## src/rtl/pcie_phy_pkg.sv

```systemverilog
// Purpose: shared PHY symbol constants and the TX scheduler state type.
// Latency: n/a (types and constants only).
// Backpressure: n/a.
package pcie_phy_pkg;

  // K28.5 comma that opens a SKP ordered set
  localparam logic [7:0] K28_5_COM = 8'hBC;
  // K28.0 skip symbol that follows the comma
  localparam logic [7:0] K28_0_SKP = 8'h1C;
  // D0.0 logical idle
  localparam logic [7:0] D0_0_IDL  = 8'h00;

  typedef enum logic {
    DATA = 1'b0,
    SKP  = 1'b1
  } tx_sched_state_e;

endpackage

```

## src/rtl/skp_interval_timer.sv

```systemverilog
// Purpose: counts symbol times since the last COM and flags a pending SKP ordered set.
// Latency: skp_pending_o rises the cycle after the count reaches SkpInterval-1.
// Backpressure: none; clr_i (COM load) restarts the count and drops the pending flag.
module skp_interval_timer #(
  parameter int unsigned SkpInterval = 1180
) (
  input  logic clk_i,
  input  logic rst_ni,
  input  logic clr_i,
  output logic skp_pending_o
);

  localparam int unsigned       CntW   = $clog2(SkpInterval);
  localparam logic [CntW-1:0]   CntMax = CntW'(SkpInterval - 1);

  logic [CntW-1:0] sym_cnt_q, sym_cnt_d;
  logic            skp_pending_q, skp_pending_d;

  // Saturating symbol counter; pending latches at the terminal count and holds until COM.
  always_comb begin
    sym_cnt_d     = sym_cnt_q;
    skp_pending_d = skp_pending_q;
    if (clr_i) begin
      sym_cnt_d     = '0;
      skp_pending_d = 1'b0;
    end else begin
      if (sym_cnt_q != CntMax) begin
        sym_cnt_d = sym_cnt_q + 1'b1;
      end
      if (sym_cnt_q == CntMax) begin
        skp_pending_d = 1'b1;
      end
    end
  end

  // Counter and pending flag registers.
  always_ff @(posedge clk_i or negedge rst_ni) begin
    if (!rst_ni) begin
      sym_cnt_q     <= '0;
      skp_pending_q <= 1'b0;
    end else begin
      sym_cnt_q     <= sym_cnt_d;
      skp_pending_q <= skp_pending_d;
    end
  end

  assign skp_pending_o = skp_pending_q;

endmodule

```

## src/rtl/tx_skp_scheduler.sv

```systemverilog
// Purpose: picks one symbol per clock for the 8b/10b encoder: data, D0.0 idle, or a COM+SKP ordered set.
// Latency: 1 cycle from handshake to data_o.
// Backpressure: tx_ready_o drops for the whole ordered set; a pending SKP waits for the packet to end.
module tx_skp_scheduler
  import pcie_phy_pkg::*;
#(
  parameter int unsigned SkpInterval = 1180,
  parameter int unsigned SkpCount    = 3
) (
  input  logic       clk_i,
  input  logic       rst_ni,
  input  logic [7:0] tx_data_i,
  input  logic       tx_is_k_i,
  input  logic       tx_last_i,
  input  logic       tx_valid_i,
  output logic       tx_ready_o,
  output logic [7:0] data_o,
  output logic       is_special_k_o,
  output logic       skp_active_o
);

  // Index of the final SKP symbol in an ordered set (SkpCount is at most 5).
  localparam logic [2:0] SkpLast = 3'(SkpCount - 1);

  tx_sched_state_e state_q, state_d;
  logic            in_packet_q, in_packet_d;
  logic [2:0]      skp_idx_q, skp_idx_d;
  logic [7:0]      data_q, data_d;
  logic            is_k_q, is_k_d;
  logic            skp_active_q, skp_active_d;

  logic            skp_pending;
  logic            com_load;
  logic            hs;

  skp_interval_timer #(
    .SkpInterval (SkpInterval)
  ) u_timer (
    .clk_i         (clk_i),
    .rst_ni        (rst_ni),
    .clr_i         (com_load),
    .skp_pending_o (skp_pending)
  );

  // Ready depends on registered state only, never on tx_valid_i.
  assign tx_ready_o = (state_q == DATA) && !(skp_pending && !in_packet_q);
  assign hs         = tx_valid_i && tx_ready_o;

  // Next-state and next-symbol selection; idle D0.0 is the default symbol.
  always_comb begin
    state_d      = state_q;
    in_packet_d  = in_packet_q;
    skp_idx_d    = skp_idx_q;
    data_d       = D0_0_IDL;
    is_k_d       = 1'b0;
    skp_active_d = 1'b0;
    com_load     = 1'b0;

    if (hs) begin
      in_packet_d = !tx_last_i;
    end

    case (state_q)
      DATA: begin
        if (skp_pending && !in_packet_q) begin
          com_load     = 1'b1;
          data_d       = K28_5_COM;
          is_k_d       = 1'b1;
          skp_active_d = 1'b1;
          skp_idx_d    = '0;
          state_d      = SKP;
        end else if (hs) begin
          data_d = tx_data_i;
          is_k_d = tx_is_k_i;
        end
      end
      SKP: begin
        data_d       = K28_0_SKP;
        is_k_d       = 1'b1;
        skp_active_d = 1'b1;
        skp_idx_d    = skp_idx_q + 1'b1;
        if (skp_idx_q == SkpLast) begin
          state_d = DATA;
        end
      end
      default: begin
        state_d = DATA;
      end
    endcase
  end

  // State, packet tracking and output symbol registers.
  always_ff @(posedge clk_i or negedge rst_ni) begin
    if (!rst_ni) begin
      state_q      <= DATA;
      in_packet_q  <= 1'b0;
      skp_idx_q    <= '0;
      data_q       <= D0_0_IDL;
      is_k_q       <= 1'b0;
      skp_active_q <= 1'b0;
    end else begin
      state_q      <= state_d;
      in_packet_q  <= in_packet_d;
      skp_idx_q    <= skp_idx_d;
      data_q       <= data_d;
      is_k_q       <= is_k_d;
      skp_active_q <= skp_active_d;
    end
  end

  assign data_o         = data_q;
  assign is_special_k_o = is_k_q;
  assign skp_active_o   = skp_active_q;

endmodule

```

## config.mk

```make
export PLATFORM = sky130hd
export DESIGN_NAME = tx_skp_scheduler
export DESIGN_NICKNAME = d
export VERILOG_FILES = /design/src/rtl/pcie_phy_pkg.sv /design/src/rtl/skp_interval_timer.sv /design/src/rtl/tx_skp_scheduler.sv
export SDC_FILE = /design/constraint.sdc
export NUM_CORES = 1
export LEC_CHECK = 0
export CAP_MARGIN = 25
export CORE_MARGIN = 1
export CORE_UTILIZATION = 25
export DETAILED_ROUTE_END_ITERATION = 8
export GPL_ROUTABILITY_DRIVEN = 0
export SYNTH_ARGS = -nofsm -noshare
export SYNTH_HDL_FRONTEND = slang
export SYNTH_SLANG_ARGS = --single-unit
```

## constraint.sdc

```tcl
create_clock -name clk_i -period 3.4 [get_ports clk_i]
set_clock_uncertainty 0.15 [all_clocks]
set_input_delay 1.02 -clock clk_i [delete_from_list [all_inputs] [get_ports clk_i]]
set_output_delay 1.02 -clock clk_i [all_outputs]
set_load 0.01 [all_outputs]
```

### Layout detail

Region (23, 23) to (48, 48) um. Cells in grey, sequential cells in the stronger grey; small squares are vias.
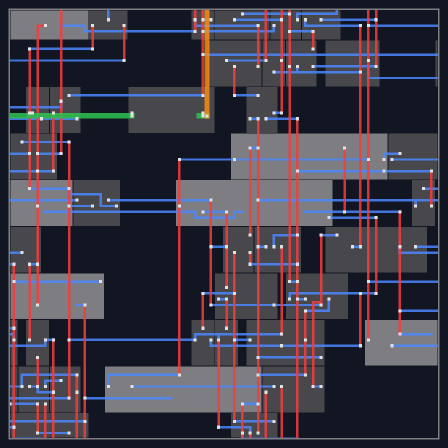
Blue shows met1. Orange shows met4. Red shows met2. Green shows met3.
Most frequent: nand2_1 (5), dfrtp_1 (5), o21ai_0 (3). Netlist names of flops here include u_timer.sym_cnt_q (3). 35 logic cells have their middle in the window. Sequential cells in the window: 5.

### Cell sizes after repair

Drawn at 6 px/um.
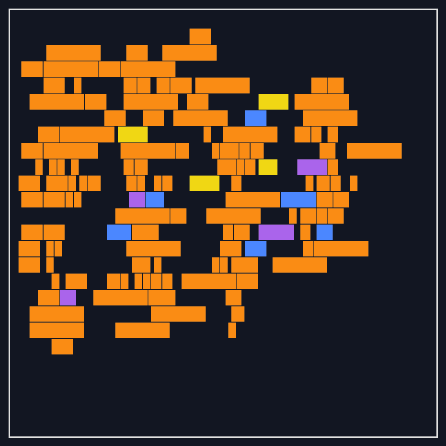
Orange shows drive 1 or less, cells 123, share 90%. Purple shows drive 3 to 4, cells 4, share 2.9%. Blue shows drive 2, cells 6, share 4.4%. Yellow shows drive 6 and up, cells 4, share 2.9%.

==> results.toml <==
# generated from flow reports
[power]
p_per_area_nw_per_um2 = 366
p_clk_share_pct = 34.0
p_leak_nw = 0.683
intPower_uw = 439

[global_route]
grt_usage_pct = 10.7
grt_pass1_vias = 910
antenna_found_initial = 0

[setup_path]
slowest_delay_ns = 0.54
cp.required_ns = 2.23
reg2reg_depth = 4
start_kind = "flip-flop"
critPathMaxFanout = 9

[synthesis]
synth-xor-area-share_pct = 1.47
ys_sh_aoi_pct = 9.44
yosys_warnings = 0
synth-seq-cells = 27
top_cell_area_share_pct = 56.7
yosysSeqAreaShare_pct = 56.7
syn_inst = 110

[cts]
tritoncts = "built"
clkSlewWorstSetupHoldPaths_ns = 0.10
ctsHtreeMaxLevel = 1
postCtsSetupBuffers = 0
cts_made_buffers = 3

[floorplanning]
die_h_um = 71.1
core_sq_um = 4470
row_count = 24
die-area_sq_um = 5050

[final_layout]
drive_above_1_share_pct = 10.2
final_cell_count_no_fill = 189
antenna_cells = 0
area_growth_pct = 29.5

[timing]
worstMarginPinSlew_ns = 0.897
fmax_mhz = 357
layout_min_cycle_time_ns = 2.80
slew_headroom_pct = 39.8
final_hold_viol_count = 0
tns_ns = 0

[placement]
hpwl_mm = 1.78
placed_cells = 185

[worst_hold_path]
min_path_cells = 1

[drt]
totalWireLength_mm = 2.39
avgRoutedWirePerCell_um = 12.7

[outcome]
status = "finished, final reports clean"
[through the flow]
stage / power (mW) / worst slack, ns / instance area, sq um / hold WS [ns] / util (%)
6_report: 0.565 / 0.597 / 1540 / 0.358 / 34.5
5_1_grt: 0.595 / 0.457 / 1540 / 0.395 / 34.5
4_1_cts: 0.576 / 0.570 / 1540 / 0.363 / 34.5
3_5_place_dp: 0.380 / 0.903 / 1490 / 0.348 / 33.4
3_3_place_gp: 0.379 / 0.928 / 1490 / 0.330 / 33.4
2_1_floorplan: 0.345 / 1.32 / 1190 / 0.307 / -
[final timing paths]
path | end | start
hold reg to reg | skp_idx_q[2] | skp_idx_q[2]
setup / recovery | tx_ready_o | u_timer.skp_pending_o
max in group asynchronous | is_special_k_o | rst_ni
hold / removal | skp_idx_q[2] | skp_idx_q[2]
min in group asynchronous | skp_idx_q[0] | rst_ni
setup reg to reg | u_timer.sym_cnt_q[10] | u_timer.sym_cnt_q[0]
[cell type report]
class | count | area [sq um]
fill | 451 | 2930
sequential | 27 | 676
multi-input combinational | 75 | 485
timing repair buffer | 25 | 245
tap | 52 | 65.1
clock buffer | 3 | 41.3
inverter | 6 | 22.5
clock inverter | 1 | 8.76
[layout by cell type (no fill, tap or decap), types with 4 or more instances in the layout]
cell type / instances
a21oi_1: 8
clkdlybuf4s50_1: 23
dfrtp_1: 27
inv_1: 6
nand2_1: 19
o21ai_0: 4
o31ai_1: 4
or4_1: 4
[flip-flops by register name, summed over array words and instances (netlist names)]
register,flops
skp_active_o,1
in_packet_q,1
skp_idx_q,3
u_timer.sym_cnt_q,11
state_q,1
u_timer.skp_pending_o,1
is_special_k_o,1
data_o,8
[cells in the mapped netlist (all sizes together)]
cell type  instances
a21oi              8
a22o               1
a31oi              1
and2               3
buf                1
clkbuf             1
dfrtp             27
ha                 3
inv                6
mux2               1
mux2i              2
nand2             19
nand2b             1
nand3              5
nand3b             2
nand4              1
nand4bb            1
nor2               3
nor2b              3
nor3               2
o21a               1
o21ai              4
o31ai              4
or3                2
or3b               1
or4                4
or4b               1
xor2               2
[power groups by stage]
stage	logic, mW	registers (mW)	clock network (mW)
after floorplan	0.00622	0.339	0
after global placement	0.0426	0.336	0
after detailed placement	0.0438	0.336	0
after CTS	0.0439	0.330	0.202
after global routing	0.0470	0.331	0.217
final	0.0426	0.330	0.192
[metal layers]
metal / share of wire, % / wire length [um] / track usage (%)
met3: 6.1 / 146 / 4.42
met2: 49 / 1180 / 18.9
met4: 1.0 / 24 / 2.67
met1: 44 / 1040 / 11.8
met5: 0 / 0 / 0
[cell families after synthesis]
| group | Yosys count |
|---|---|
| buffers and inverters | 8 |
| flip-flops | 27 |
| XOR/XNOR | 2 |
| AND-OR/OR-AND | 19 |
| AND/OR/NAND/NOR | 48 |
| adder cells (fa/ha/maj) | 3 |
| multiplexers | 3 |
Power figures rest on the tool's default switching activity, not on a simulated workload.
